--- src/rtl/fifo_csr_pkg.sv ---
`default_nettype none
// ============================================================================
// Module      : fifo_csr_pkg
// Description : Shared definitions for the async-FIFO CSR controller:
//               register addresses, bit positions, AXI response codes and
//               the state encodings of the write, read and flush FSMs.
// Revision    : 1.0  initial release
// ============================================================================
package fifo_csr_pkg;

    // Register addresses
    localparam logic [7:0] CSR_CTRL      = 8'h00;
    localparam logic [7:0] CSR_STATUS    = 8'h01;
    localparam logic [7:0] CSR_EVENT     = 8'h02;
    localparam logic [7:0] CSR_FLUSH_CNT = 8'h03;

    // CTRL bits
    localparam int CTRL_FLUSH_BIT  = 0;
    localparam int CTRL_IRQ_EN_BIT = 1;

    // STATUS bits
    localparam int ST_EMPTY_BIT = 0;
    localparam int ST_FULL_BIT  = 1;
    localparam int ST_BUSY_BIT  = 2;

    // EVENT bits
    localparam int EV_FULL_BIT  = 0;
    localparam int EV_EMPTY_BIT = 1;

    // AXI response codes
    localparam logic [1:0] RESP_OKAY   = 2'b00;
    localparam logic [1:0] RESP_SLVERR = 2'b10;

    // W_PART: exactly one of the address/data beats is held.
    typedef enum logic [1:0] {
        W_IDLE = 2'd0,
        W_PART = 2'd1,
        W_RESP = 2'd2
    } w_state_e;

    typedef enum logic [0:0] {
        R_IDLE = 1'b0,
        R_DATA = 1'b1
    } r_state_e;

    typedef enum logic [1:0] {
        F_IDLE   = 2'd0,
        F_ACTIVE = 2'd1,
        F_HOLD   = 2'd2
    } f_state_e;

endpackage : fifo_csr_pkg
`default_nettype wire

--- src/rtl/sync_2ff.sv ---
`default_nettype none
// ============================================================================
// Module      : sync_2ff
// Description : 1-bit two-flop synchroniser with synchronous active-low reset.
//   clk    : destination clock
//   rst_n  : synchronous active-low reset
//   i_d    : asynchronous input
//   o_q    : synchronised output (two destination-clock cycles of latency)
// Revision    : 1.0  initial release
// ============================================================================
module sync_2ff (
    input  logic clk,
    input  logic rst_n,
    input  logic i_d,
    output logic o_q
);

    logic meta_q;
    logic sync_q;

    always_ff @(posedge clk) begin
        if (!rst_n) begin
            meta_q <= 1'b0;
            sync_q <= 1'b0;
        end else begin
            meta_q <= i_d;
            sync_q <= meta_q;
        end
    end

    assign o_q = sync_q;

endmodule : sync_2ff
`default_nettype wire

--- src/rtl/fifo_csr_ctrl.sv ---
`default_nettype none
// ============================================================================
// Module      : fifo_csr_ctrl
// Description : AXI4-Lite register block and flush sequencer for the async
//               FIFO. Decodes CTRL/STATUS/EVENT/FLUSH_CNT, synchronises the
//               FIFO full/empty flags into axi_clk, and stretches the FIFO
//               flush line so slower FIFO clock domains always see it.
//   axi_clk, axi_rst_n      : clock, synchronous active-low reset
//   aw*/w*/b*               : AXI4-Lite write channels
//   ar*/r*                  : AXI4-Lite read channels
//   fifo_full, fifo_empty   : asynchronous FIFO flags
//   flush                   : registered FIFO flush request
//   irq                     : registered level interrupt
// Revision    : 1.0  initial release
// ============================================================================
module fifo_csr_ctrl
    import fifo_csr_pkg::*;
#(
    parameter int ADDR_W     = 8,
    parameter int DATA_W     = 8,
    parameter int FLUSH_HOLD = 8
) (
    input  logic              axi_clk,
    input  logic              axi_rst_n,
    input  logic [ADDR_W-1:0] awaddr,
    input  logic              awvalid,
    output logic              awready,
    input  logic [DATA_W-1:0] wdata,
    input  logic              wvalid,
    output logic              wready,
    output logic [1:0]        bresp,
    output logic              bvalid,
    input  logic              bready,
    input  logic [ADDR_W-1:0] araddr,
    input  logic              arvalid,
    output logic              arready,
    output logic [DATA_W-1:0] rdata,
    output logic [1:0]        rresp,
    output logic              rvalid,
    input  logic              rready,
    input  logic              fifo_full,
    input  logic              fifo_empty,
    output logic              flush,
    output logic              irq
);

    // ------------------------------------------------------------------
    // State
    // ------------------------------------------------------------------
    w_state_e          w_state_q,   w_state_d;
    logic              aw_held_q,   aw_held_d;
    logic              w_held_q,    w_held_d;
    logic [ADDR_W-1:0] awaddr_q,    awaddr_d;
    logic [DATA_W-1:0] wdata_q,     wdata_d;
    logic              awready_q,   awready_d;
    logic              wready_q,    wready_d;
    logic              bvalid_q,    bvalid_d;
    logic [1:0]        bresp_q,     bresp_d;

    r_state_e          r_state_q,   r_state_d;
    logic              arready_q,   arready_d;
    logic              rvalid_q,    rvalid_d;
    logic [1:0]        rresp_q,     rresp_d;
    logic [DATA_W-1:0] rdata_q,     rdata_d;

    logic              ctrl_flush_q, ctrl_flush_d;
    logic              irq_en_q,     irq_en_d;
    logic [1:0]        event_q,      event_d;
    logic [7:0]        flush_cnt_q,  flush_cnt_d;
    logic              full_prev_q,  full_prev_d;
    logic              empty_prev_q, empty_prev_d;

    f_state_e          f_state_q,   f_state_d;
    logic [7:0]        hold_cnt_q,  hold_cnt_d;
    logic              flush_q,     flush_d;
    logic              irq_q,       irq_d;

    // ------------------------------------------------------------------
    // Combinational helpers
    // ------------------------------------------------------------------
    logic              w_full_s;
    logic              w_empty_s;
    logic              w_aw_fire, w_w_fire, w_ar_fire;
    logic              w_wr_en;
    logic [ADDR_W-1:0] w_wr_addr;
    logic [DATA_W-1:0] w_wr_data;
    logic [1:0]        w_ev_clr;
    logic [1:0]        w_ev_set;
    logic [7:0]        w_rd_val;
    logic              w_rd_ok;
    logic              w_unused;

    sync_2ff u_sync_full (
        .clk   (axi_clk),
        .rst_n (axi_rst_n),
        .i_d   (fifo_full),
        .o_q   (w_full_s)
    );

    sync_2ff u_sync_empty (
        .clk   (axi_clk),
        .rst_n (axi_rst_n),
        .i_d   (fifo_empty),
        .o_q   (w_empty_s)
    );

    // Only the low two data bits are architecturally meaningful.
    assign w_unused = ^w_wr_data[DATA_W-1:2];

    always_comb begin
        w_state_d    = w_state_q;
        aw_held_d    = aw_held_q;
        w_held_d     = w_held_q;
        awaddr_d     = awaddr_q;
        wdata_d      = wdata_q;
        bvalid_d     = bvalid_q;
        bresp_d      = bresp_q;
        r_state_d    = r_state_q;
        rvalid_d     = rvalid_q;
        rresp_d      = rresp_q;
        rdata_d      = rdata_q;
        ctrl_flush_d = ctrl_flush_q;
        irq_en_d     = irq_en_q;
        flush_cnt_d  = flush_cnt_q;
        f_state_d    = f_state_q;
        hold_cnt_d   = hold_cnt_q;
        w_wr_en      = 1'b0;
        w_ev_clr     = 2'b00;

        // -------------------- write channel --------------------
        w_aw_fire = awvalid && awready_q;
        w_w_fire  = wvalid  && wready_q;
        // A beat arriving this cycle is used directly so that both beats
        // in the same cycle complete on the very next edge.
        w_wr_addr = aw_held_q ? awaddr_q : awaddr;
        w_wr_data = w_held_q  ? wdata_q  : wdata;

        case (w_state_q)
            W_IDLE, W_PART: begin
                if ((aw_held_q || w_aw_fire) && (w_held_q || w_w_fire)) begin
                    w_wr_en   = 1'b1;
                    aw_held_d = 1'b0;
                    w_held_d  = 1'b0;
                    bvalid_d  = 1'b1;
                    bresp_d   = (w_wr_addr > ADDR_W'(CSR_FLUSH_CNT)) ? RESP_SLVERR : RESP_OKAY;
                    w_state_d = W_RESP;
                end else begin
                    if (w_aw_fire) begin
                        aw_held_d = 1'b1;
                        awaddr_d  = awaddr;
                    end
                    if (w_w_fire) begin
                        w_held_d = 1'b1;
                        wdata_d  = wdata;
                    end
                    w_state_d = (aw_held_d || w_held_d) ? W_PART : W_IDLE;
                end
            end
            W_RESP: begin
                if (bready) begin
                    bvalid_d  = 1'b0;
                    w_state_d = W_IDLE;
                end
            end
            default: w_state_d = W_IDLE;
        endcase

        awready_d = (w_state_d != W_RESP) && !aw_held_d;
        wready_d  = (w_state_d != W_RESP) && !w_held_d;

        // -------------------- register updates --------------------
        if (w_wr_en) begin
            case (w_wr_addr)
                ADDR_W'(CSR_CTRL): begin
                    ctrl_flush_d = w_wr_data[CTRL_FLUSH_BIT];
                    irq_en_d     = w_wr_data[CTRL_IRQ_EN_BIT];
                    if (w_wr_data[CTRL_FLUSH_BIT] && !ctrl_flush_q && (flush_cnt_q != 8'hFF)) begin
                        flush_cnt_d = flush_cnt_q + 8'd1;
                    end
                end
                ADDR_W'(CSR_EVENT): begin
                    w_ev_clr[EV_FULL_BIT]  = w_wr_data[EV_FULL_BIT];
                    w_ev_clr[EV_EMPTY_BIT] = w_wr_data[EV_EMPTY_BIT];
                end
                default: ;
            endcase
        end

        // Set has priority over a W1C clear landing on the same edge.
        w_ev_set               = 2'b00;
        w_ev_set[EV_FULL_BIT]  = w_full_s  && !full_prev_q;
        w_ev_set[EV_EMPTY_BIT] = w_empty_s && !empty_prev_q;
        event_d      = (event_q & ~w_ev_clr) | w_ev_set;
        full_prev_d  = w_full_s;
        empty_prev_d = w_empty_s;
        irq_d        = irq_en_q && (|event_q);

        // -------------------- read channel --------------------
        // The mux reads current register state, so a read sampled on a
        // write-update edge returns the pre-write value.
        w_rd_val = 8'h00;
        w_rd_ok  = 1'b1;
        case (araddr)
            ADDR_W'(CSR_CTRL): begin
                w_rd_val[CTRL_FLUSH_BIT]  = ctrl_flush_q;
                w_rd_val[CTRL_IRQ_EN_BIT] = irq_en_q;
            end
            ADDR_W'(CSR_STATUS): begin
                w_rd_val[ST_EMPTY_BIT] = w_empty_s;
                w_rd_val[ST_FULL_BIT]  = w_full_s;
                w_rd_val[ST_BUSY_BIT]  = (f_state_q != F_IDLE);
            end
            ADDR_W'(CSR_EVENT):     w_rd_val[1:0] = event_q;
            ADDR_W'(CSR_FLUSH_CNT): w_rd_val      = flush_cnt_q;
            default:                w_rd_ok       = 1'b0;
        endcase

        w_ar_fire = arvalid && arready_q;
        case (r_state_q)
            R_IDLE: begin
                if (w_ar_fire) begin
                    rvalid_d  = 1'b1;
                    rdata_d   = DATA_W'(w_rd_val);
                    rresp_d   = w_rd_ok ? RESP_OKAY : RESP_SLVERR;
                    r_state_d = R_DATA;
                end
            end
            R_DATA: begin
                if (rready) begin
                    rvalid_d  = 1'b0;
                    r_state_d = R_IDLE;
                end
            end
            default: r_state_d = R_IDLE;
        endcase
        arready_d = (r_state_d == R_IDLE);

        // -------------------- flush sequencer --------------------
        case (f_state_q)
            F_IDLE: begin
                if (ctrl_flush_q) f_state_d = F_ACTIVE;
            end
            F_ACTIVE: begin
                if (!ctrl_flush_q) begin
                    // The ACTIVE->HOLD edge is itself the first hold cycle,
                    // so the counter holds the cycles still remaining after it.
                    if (FLUSH_HOLD <= 1) begin
                        f_state_d = F_IDLE;
                    end else begin
                        f_state_d  = F_HOLD;
                        hold_cnt_d = 8'(FLUSH_HOLD - 1);
                    end
                end
            end
            F_HOLD: begin
                if (ctrl_flush_q) begin
                    f_state_d = F_ACTIVE;
                end else if (hold_cnt_q <= 8'd1) begin
                    f_state_d = F_IDLE;
                end else begin
                    hold_cnt_d = hold_cnt_q - 8'd1;
                end
            end
            default: f_state_d = F_IDLE;
        endcase
        flush_d = (f_state_d != F_IDLE);
    end

    always_ff @(posedge axi_clk) begin
        if (!axi_rst_n) begin
            w_state_q    <= W_IDLE;
            aw_held_q    <= 1'b0;
            w_held_q     <= 1'b0;
            awaddr_q     <= '0;
            wdata_q      <= '0;
            awready_q    <= 1'b0;
            wready_q     <= 1'b0;
            bvalid_q     <= 1'b0;
            bresp_q      <= 2'b00;
            r_state_q    <= R_IDLE;
            arready_q    <= 1'b0;
            rvalid_q     <= 1'b0;
            rresp_q      <= 2'b00;
            rdata_q      <= '0;
            ctrl_flush_q <= 1'b0;
            irq_en_q     <= 1'b0;
            event_q      <= 2'b00;
            flush_cnt_q  <= 8'h00;
            full_prev_q  <= 1'b0;
            empty_prev_q <= 1'b0;
            f_state_q    <= F_IDLE;
            hold_cnt_q   <= 8'h00;
            flush_q      <= 1'b0;
            irq_q        <= 1'b0;
        end else begin
            w_state_q    <= w_state_d;
            aw_held_q    <= aw_held_d;
            w_held_q     <= w_held_d;
            awaddr_q     <= awaddr_d;
            wdata_q      <= wdata_d;
            awready_q    <= awready_d;
            wready_q     <= wready_d;
            bvalid_q     <= bvalid_d;
            bresp_q      <= bresp_d;
            r_state_q    <= r_state_d;
            arready_q    <= arready_d;
            rvalid_q     <= rvalid_d;
            rresp_q      <= rresp_d;
            rdata_q      <= rdata_d;
            ctrl_flush_q <= ctrl_flush_d;
            irq_en_q     <= irq_en_d;
            event_q      <= event_d;
            flush_cnt_q  <= flush_cnt_d;
            full_prev_q  <= full_prev_d;
            empty_prev_q <= empty_prev_d;
            f_state_q    <= f_state_d;
            hold_cnt_q   <= hold_cnt_d;
            flush_q      <= flush_d;
            irq_q        <= irq_d;
        end
    end

    assign awready = awready_q;
    assign wready  = wready_q;
    assign bvalid  = bvalid_q;
    assign bresp   = bresp_q;
    assign arready = arready_q;
    assign rvalid  = rvalid_q;
    assign rresp   = rresp_q;
    assign rdata   = rdata_q;
    assign flush   = flush_q;
    assign irq     = irq_q;

endmodule : fifo_csr_ctrl
`default_nettype wire

--- config.mk ---
export PLATFORM = sky130hd
export DESIGN_NAME = fifo_csr_ctrl
export DESIGN_NICKNAME = d
export VERILOG_FILES = /design/src/rtl/fifo_csr_pkg.sv /design/src/rtl/sync_2ff.sv /design/src/rtl/fifo_csr_ctrl.sv
export SDC_FILE = /design/constraint.sdc
export NUM_CORES = 1
export LEC_CHECK = 0
export CORE_ASPECT_RATIO = 0.6
export CORE_MARGIN = 5
export CORE_UTILIZATION = 53
export CTS_BUF_LIST = sky130_fd_sc_hd__clkbuf_8
export CTS_CLUSTER_DIAMETER = 60
export DETAILED_ROUTE_END_ITERATION = 8
export GPL_TIMING_DRIVEN = 0
export PLACE_DENSITY = 0.82
export SLEW_MARGIN = 10
export SYNTH_ARGS = -nofsm -noshare
export SYNTH_HDL_FRONTEND = slang
export SYNTH_SLANG_ARGS = --single-unit
--- constraint.sdc ---
create_clock -name axi_clk -period 2.9 [get_ports axi_clk]
set_input_delay 0.725 -clock axi_clk [delete_from_list [all_inputs] [get_ports axi_clk]]
set_output_delay 0.725 -clock axi_clk [all_outputs]
set_load 0.05 [all_outputs]
Run 1, the metal 2 layer:
(4 px per um)
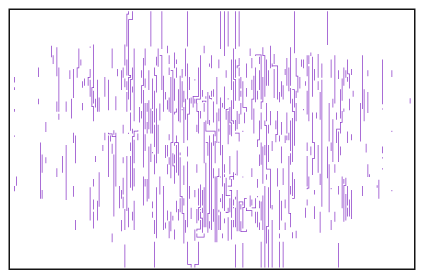
- main direction: vertical
- wire length on this layer: 2470 um
- share of all routed wire: 41%
- nets with wire on the layer: 307
drt total wl: 6100 um
met2 usage: 0.255

Run 1, cells colored by class:
(3 px per um)
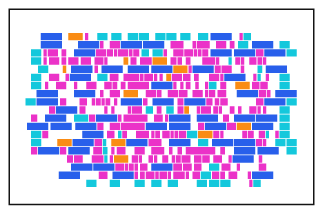
- orange: clock drivers and dummy loads (cells 14)
- blue: sequential cells (cells 60)
- magenta: combinational and other logic (cells 208)
- cyan: remaining buffers and delay cells (cells 58)
design area: 0.00334 mm2
sequential share of cell area: 0.359
placeable core region: 0.00468 mm2
Util after Layout: 0.714

==> job_summary.md, run 1 <==
## PnR job results

| Metric | Value |
|---|---|
| Status | `completed` |
| Setup TNS | `0 ps` |
| Multiplexer share | `0.0973` |
| Signal buffers share of area | `0.156` |
| Worst-Skew Late Latency | `330 ps` |
| Tap Count | `63` |
| Clock Tree Buf Depth | `2` |
| GP Congestion | `0.824` |
| Min Tclk post-route | `2800 ps` |
| Synthesized area per cell | `9.48 um2` |
| Max Transition Viols Final | `0` |
| Min Hold Slack | `435 ps` |
| Dpl ws | `-427 ps` |
| Vias in the first global route | `2028` |
| Ports | `52` |
| Logic area | `0.00134 mm2` |
| Largest net degree at the start of global routing | `11` |
| Largest area contributor in the netlist | `dfxtp_1` |
| Fraction of registers with async set or reset after synthesis | `0` |
| Max Clock Freq | `357 MHz` |
| Lkg Pwr | `0.00128 uW` |
| Final Setup Violations | `0` |
| Post-route setup slack | `97.9 ps` |
| First-pass GRT wire length | `9720 um` |
| Comb area leader | `simple AND/OR/NAND/NOR gates` |
| Tcrit/Tclk final | `0.966` |
| Comb gates | `197` |
| Area leader share | `0.456` |
| CTS Buf Count | `9` |
| Relative slew slack | `0.485` |
| Adder share | `0.0285` |
| # fillers | `361` |
| Crit path max fanout | `7` |
| Reg area | `0.00120 mm2` |
| Post-synth seq share | `0.456` |
| WL met2 | `2470 um` |
| GRT Util Overall | `0.191` |
| Pwr/cell area | `525 mW/mm2` |
| Multi-input combinational area share | `0.402` |
| Metal3 WL | `444 um` |
| Clock sinks | `60` |
| Yosys cell types | `53` |
| Count of non-CTS inverters in the layout | `11` |
| Final ANT Viol Nets | `0` |
| Synth Instances | `278` |
| Data required, critical path | `3180 ps` |
| Post-CTS Hold Fix Bufs | `0` |
| Tool warnings | `35` |
| Met1 Wirelength | `3110 um` |
| Final Skew | `7.96 ps` |
| Post-CTS Setup Inserts | `0` |
| Post-synthesis register bit count | `60` |
| Total congestion overflow | `0` |
| WP data arrival | `3080 ps` |
Run 1, cell outlines without signal wires:
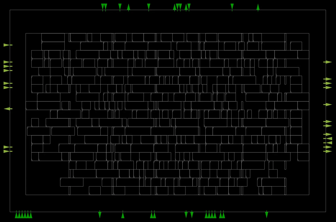
flop count: 60
Non-Filler Instances: 403
FP Rows: 19

## run 1: layout by cell type, fill, tap and decap left out, drive strengths merged, types with 2 or more instances in the layout
master and instances:
ha 6, clkbuf 15, a21o 3, o21a 2, and4 3, mux4 2, dfxtp 60, and2 10
and2b 2, a2111oi 3, mux2i 20, nand2b 4, a21oi 16, nand2 14, clkdlybuf4s50 43, nand3 6
clkinv 3, or2 2, xnor2 7, conb 2, or4 3, a211oi 7, nor2 43, inv 12
a22oi 7, and3 5, nor3 9, buf 10, nor2b 5, nand4 3
## run 1: worst max-delay path: stages
cell and delay, ps:
clkdlybuf4s50_1 490, a21oi_1 100, inv_1 100, ha_1 200
nor2b_2 350, nand3_1 250, a21oi_1 430, mux2i_1 280
and2_1 150
## run 1: where the power goes
part,internal (uW),leakage [uW],switching (uW)
clock,315,0.0000890,298
combinational,111,0.000706,148
sequential,860,0.000488,22.6
total,1290,0.00128,469
## run 1: routing by layer
layer  track usage  up-vias
li1              -     1087
met1         0.289     1050
met2         0.255       74
met3        0.0600       10
met4        0.0564        0
met5             0        -
## run 1: Yosys cell counts (all sizes together), types with 4 or more instances
library cell / n
a211oi: 7
a21oi: 16
a22oi: 7
and2: 10
and3: 5
buf: 6
clkbuf: 5
dfxtp: 60
ha: 6
inv: 11
mux2i: 20
nand2: 14
nand2b: 4
nand3: 6
nor2: 43
nor2b: 5
nor3: 9
xnor2: 7
## run 1: worst paths after layout
check / end / start / cells past startpoint / slack, ps
max reg2reg: ctrl_flush_q / aw_held_q / 8 / 450
max: ctrl_flush_q / awvalid / 9 / 100
min reg2reg: u_sync_full.o_q / u_sync_full.meta_q / 1 / 440
min: u_sync_full.o_q / u_sync_full.meta_q / 1 / 440
==> run 1 -> run 2 <==
REMOVE_ABC_BUFFERS = 1   (was unset)
==> job_summary.md, run 2 <==
## PnR job results

| Metric | Value |
|---|---|
| Post-CTS Hold Fix Bufs | `0` |
| Lkg Pwr | `0.00126 uW` |
| Pwr/cell area | `588 mW/mm2` |
| CTS Buf Count | `9` |
| Relative slew slack | `0.472` |
| Final Setup Violations | `0` |
| Origin of the worst min-delay path | `u_sync_empty.meta_q` |
| Commonest cells post-synth | `dfxtp_1 (60), nor2_1 (43), mux2i_1 (20)` |
| Top logic cells by instance count in the layout | `dfxtp_1 (60), nor2_1 (43), clkdlybuf4s50_1 (43), mux2i_1 (20), a21oi_1 (15)` |
| CP endpoint | `flush_cnt_q[1]` |
| Vias in the first global route | `2077` |
| Largest net degree at the start of global routing | `38` |
| GP Congestion | `0.918` |
| Critical R2R Launch | `aw_held_q` |
| Data required, critical path | `3100 ps` |
| Synthesized area per cell | `9.48 um2` |
| Max incr delay on CP | `460 ps` |
| Max Clock Freq | `367 MHz` |
| # port buffers | `43` |
| Hold-critical path depth | `1` |
| Post-synth seq share | `0.456` |
| Min Tclk post-route | `2720 ps` |
| Fraction of registers with async set or reset after synthesis | `0` |
| Final Skew | `8.01 ps` |
| CP max-delay cell | `clkdlybuf4s50_1` |
| End of the worst hold path | `u_sync_empty.o_q` |
| WP data arrival | `2920 ps` |
| Crit-path cells | `clkdlybuf4s50_1 > nand2_1 > nand2b_1 > ha_1 > nor2b_2 > nand3_1 > a211oi_4 > buf_4 > mux2i_1 > nor2_1` |
| Reg-to-reg endpoint | `flush_cnt_q[1]` |
| Tcrit/Tclk final | `0.939` |
| Metal3 WL | `415 um` |
| WL met2 | `2540 um` |
| Most frequent logic cell in the layout | `dfxtp_1` |
| Crit path max fanout | `7` |
| Non-Filler Instances | `391` |
| Met1 Wirelength | `2880 um` |
| Worst Setup SP | `wvalid` |
| Max Transition Viols Final | `0` |
| Largest area contributor in the netlist | `dfxtp_1` |
| Drt total wl | `5930 um` |
| R2r setup slk | `600 ps` |
| Status | `completed` |
| Area leader share | `0.456` |
| Worst-Skew Late Latency | `340 ps` |
| Clock Tree Buf Depth | `2` |
| Number of enable flip-flop cells | `0` |
| Clock sinks | `60` |
| Reg2Reg Depth | `9` |
| Total congestion overflow | `0` |
| Tool warnings | `34` |
| Post-synthesis register bit count | `60` |
| Ports | `52` |
| FP Rows | `19` |
| Placeable core region | `0.00468 mm2` |
| First-pass GRT wire length | `9960 um` |
| Final ANT Viol Nets | `0` |
| Synth Instances | `278` |
run 2: power breakdown:
| part | leakage, uW | internal [uW] | switching (uW) |
|---|---|---|---|
| Combinational | 0.000655 | 106 | 139 |
| Sequential | 0.000488 | 860 | 24.1 |
| Clock | 0.000115 | 499 | 319 |
run 2: cell families after synthesis:
logic type	count (synthesis)	share of synthesized area
adders and majority gates	6	0.0285
other	1	0.00142
buffers and inverters	22	0.0389
muxes	23	0.0973
DFF	60	0.456
and+or+nand+nor	115	0.227
AOI/OAI and AO/OA	44	0.127
xor gates and xnor gates	7	0.0233
run 2: per-stage QoR:
stage / hold WS, ps / setup TNS (ps) / worst slack, ps / cell area [um2]
final: 437 / 0 / 176 / 3310
after global routing: 460 / 0 / 59.6 / 3310
after CTS: 446 / 0 / 70.8 / 3310
after detailed placement: 430 / -2970 / -416 / 3090
after global placement: 415 / -2080 / -339 / 3090
after floorplan: 412 / 0 / 420 / 2580
run 2: repair_timing:
item                       CTS  global route
setup buffers                0             1
setup endpoints to repair    2             2
gates resized                1             0
pin swaps                    0             1
run 2: layout make-up:
class	instances	area (um2)
Fill cell	357	1370
Sequential cell	60	1200
Clock inverter	6	80.1
Inverter	11	41.3
Timing Repair Buffer	44	438
Multi-Input combinational cell	197	1340
Tap cell	63	78.8
Clock buffer	10	138
run 2: critical path: cells and delay by family:
| kind | cells | cell delay (ps) |
|---|---|---|
| muxes | 1 | 180 |
| buffers and inverters | 2 | 670 |
| and+or+nand+nor | 5 | 830 |
| AOI/OAI and AO/OA | 1 | 290 |
| adders and majority gates | 1 | 230 |
run 2: layer usage:
metal  global-route usage  up-vias
met3               0.0643       10
li1                     -     1066
met4               0.0697        0
met2                0.281       61
met1                0.273     1036
met5                    0        -
Run 2, the metal 2 layer:
(4 px per um)
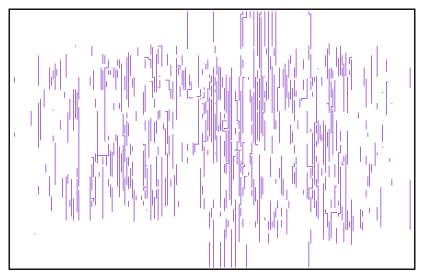
- wire length on this layer: 2540 um
- main direction: vertical
- longest straight run: 30.6 um

Run 2, wires at chosen ports, followed through buffers:
(4 px per um)
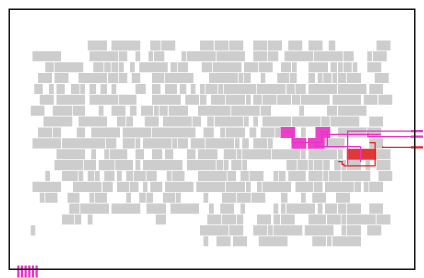
- red: `bvalid` (direction output; end cells 1; buffers 1; wire 25.1 um)
- magenta: `wdata` (direction input; end cells 4; buffers 2; wire 87.2 um)

==> run 2 -> run 3 <==
CORE_MARGIN = 8   (was 5)
==> job_summary.md, run 3 <==
## PnR job results

| Metric | Value |
|---|---|
| Status | `completed` |
| Pre-antenna DRT Iters | `4` |
| Ports | `52` |
| Critical Path End Type | `flop` |
| Reg area | `0.00120 mm2` |
| GP Congestion | `0.843` |
| # port buffers | `43` |
| # fillers | `402` |
| Largest area contributor in the netlist | `dfxtp_1` |
| Number of enable flip-flop cells | `0` |
| Final ANT Viol Nets | `0` |
| Top logic cells by instance count in the layout | `dfxtp_1 (60), nor2_1 (43), clkdlybuf4s50_1 (43), mux2i_1 (20), a21oi_1 (15)` |
| Fraction of registers with async set or reset after synthesis | `0` |
| Max Clock Freq | `372 MHz` |
| Area Growth Syn to Fin | `24.5%` |
| Min Hold Slack | `434 ps` |
| Synthesis Warnings | `0` |
| Synth top area cells | `dfxtp_1 (46%), mux2i_1 (7.6%), nor2_1 (6.1%)` |
| Tcrit/Tclk final | `0.928` |
| Synthesized area per cell | `9.48 um2` |
| Pwr/cell area | `539 mW/mm2` |
| DRC Markers | `0` |
| End of the worst hold path | `u_sync_empty.o_q` |
| GRT Util Overall | `0.162` |
| R2r setup slk | `620 ps` |
| Reg-to-reg endpoint | `flush_cnt_q[3]` |
| Lkg Pwr | `0.00124 uW` |
| Final Setup Violations | `0` |
| Main flop type | `dfxtp_1` |
| Min Tclk post-route | `2690 ps` |
| CTS tree | `built` |
| Worst-Skew Late Latency | `340 ps` |
| Commonest cells post-synth | `dfxtp_1 (60), nor2_1 (43), mux2i_1 (20)` |
| Reg2Reg Depth | `8` |
| CP endpoint | `flush_cnt_q[3]` |
| CTS Buf Count | `9` |
| Synthesized area | `0.00264 mm2` |
| Switch Pwr | `480 uW` |
| Hold Crit Class | `flop to flop` |
| WP data arrival | `2890 ps` |
| Sequential share of power | `0.500` |
| P_seq | `884 uW` |
| Relative slew slack | `0.471` |
| Largest net degree at the start of global routing | `38` |
| Gate power share | `0.139` |
| # diodes | `0` |
| Overall Power | `1770 uW` |
| YS chip area | `0.00264 mm2` |
| Placeable core region | `0.00493 mm2` |
| Origin of the worst min-delay path | `u_sync_empty.meta_q` |
| Critical R2R Launch | `aw_held_q` |
| Crit path max fanout | `7` |
| Internal power | `1290 uW` |
| Worst Setup SP | `awvalid` |
| Switching share of power | `0.271` |
| Combinational Power | `246 uW` |
| Group drawing the most power | `sequential cells` |
| Final Skew | `8.06 ps` |
| FP Rows | `20` |
| Hold-critical path depth | `1` |
| Post-synth seq share | `0.456` |
| RSZ-0062 raised after global routing | `no` |
| Clock distribution power | `640 uW` |
| Synth Instances | `278` |
| Logic area | `0.00134 mm2` |
| Max Transition Viols Final | `0` |
| Yosys cell types | `53` |
| Clock power share | `0.361` |
| Vias in the first global route | `2015` |
| Most frequent cell after synthesis | `dfxtp_1` |
| Most frequent logic cell in the layout | `dfxtp_1` |
| First-pass GRT wire length | `9720 um` |
| Initial antenna violation count | `0` |
| Critical path class | `input pin to flop` |
| Clock sinks | `60` |
| Clock Tree Buf Depth | `2` |
| Data required, critical path | `3100 ps` |
| Max-cap viol count | `0` |
| Area leader share | `0.456` |
| Post-synthesis register bit count | `60` |
| Tool warnings | `34` |
| Total congestion overflow | `0` |
## run 3: metrics by stage
stage | setup TNS (ps) | instance area, um2 | instances | utilization | worst slack [ps]
2_1_floorplan | 0 | 2580 | 268 | - | 420
3_3_place_gp | -2690 | 3090 | 377 | 0.627 | -372
3_5_place_dp | -3160 | 3090 | 377 | 0.627 | -418
4_1_cts | 0 | 3260 | 393 | 0.662 | 119
5_1_grt | 0 | 3280 | 394 | 0.666 | 101
6_report | 0 | 3280 | 394 | 0.666 | 209
## run 3: cell families (layout without fill, tap and decap cells)
family / count (synthesis) / after routing / synth area share
buffers and inverters: 22 / 71 / 0.0389
XOR/XNOR: 7 / 7 / 0.0233
AND-OR/OR-AND: 44 / 44 / 0.127
multiplexers: 23 / 23 / 0.0973
adder cells (fa/ha/maj): 6 / 6 / 0.0285
flip-flops: 60 / 60 / 0.456
other: 1 / 2 / 0.00142
AND/OR/NAND/NOR: 115 / 115 / 0.227
## run 3: routing by layer
metal  global-route usage  vias up  wire, um
met5                    0        -         0
met4               0.0543        0        57
met3               0.0789        5       433
met2                0.225       55      2400
met1                0.211      973      2830
li1                     -     1060         -
## run 3: final cells by class
class / count / share of cell area
clock inverter: 6 / 0.00953
sequential: 60 / 0.366
tap: 66 / 0.0252
multi-input combinational: 197 / 0.408
timing repair buffer: 44 / 0.137
inverter: 11 / 0.0126
clock buffer: 10 / 0.0419
## run 3: critical path, stage by stage
cell,delay (ps)
clkdlybuf4s50_1,480
a21oi_1,100
inv_1,110
ha_1,210
nor2b_2,330
nand3_1,220
a2111oi_1,500
xnor2_1,170
nor2_1,50
## run 3: repair_timing
item                                    4_1_cts  5_1_grt
setup buffers                                 0        1
cloned                                        0        0
resized                                       1        0
endpoints found under the setup margin        2        2
pin swaps                                     0        1
hold buffers                                  0        0
Run 3, cells colored by class:
(2 px per um)
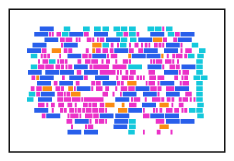
- blue: sequential cells (cells 60)
- magenta: combinational and other logic (cells 208)
- orange: clock drivers and dummy loads (cells 16)
- cyan: remaining buffers and delay cells (cells 44)

Run 3, the metal 2 layer:
(4 px per um)
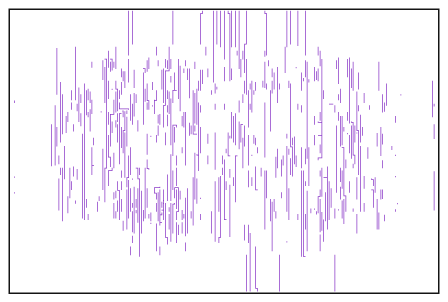
- main direction: vertical
- share of all routed wire: 42%
- longest straight run: 34.0 um
- nets with wire on the layer: 297
drt total wl: 5720 um
via count: 2093


==> screenshots <==
Routed clock nets over the placement.
picture 1
(3 px per um)
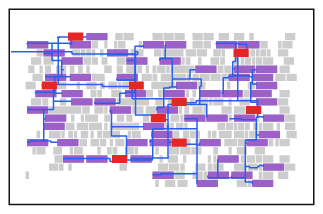
picture 2
(2 px per um)
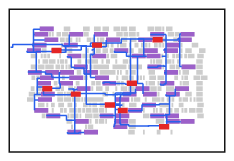
picture 3
(3 px per um)
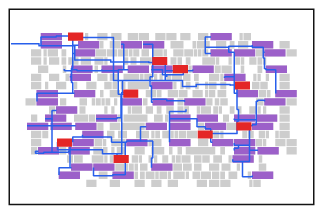
Run 3 is picture 2.
Run 1 is picture 3.
Run 2 is picture 1.
The one with the largest die is picture 2.

Key to picture 3:
- blue: clock wires (length 700 um)
- purple: flip-flops (count 60)
- red: clock drivers (count 9)
- routed clock nets: 10

No activity file was given, so power comes from the tool's default toggle rates.
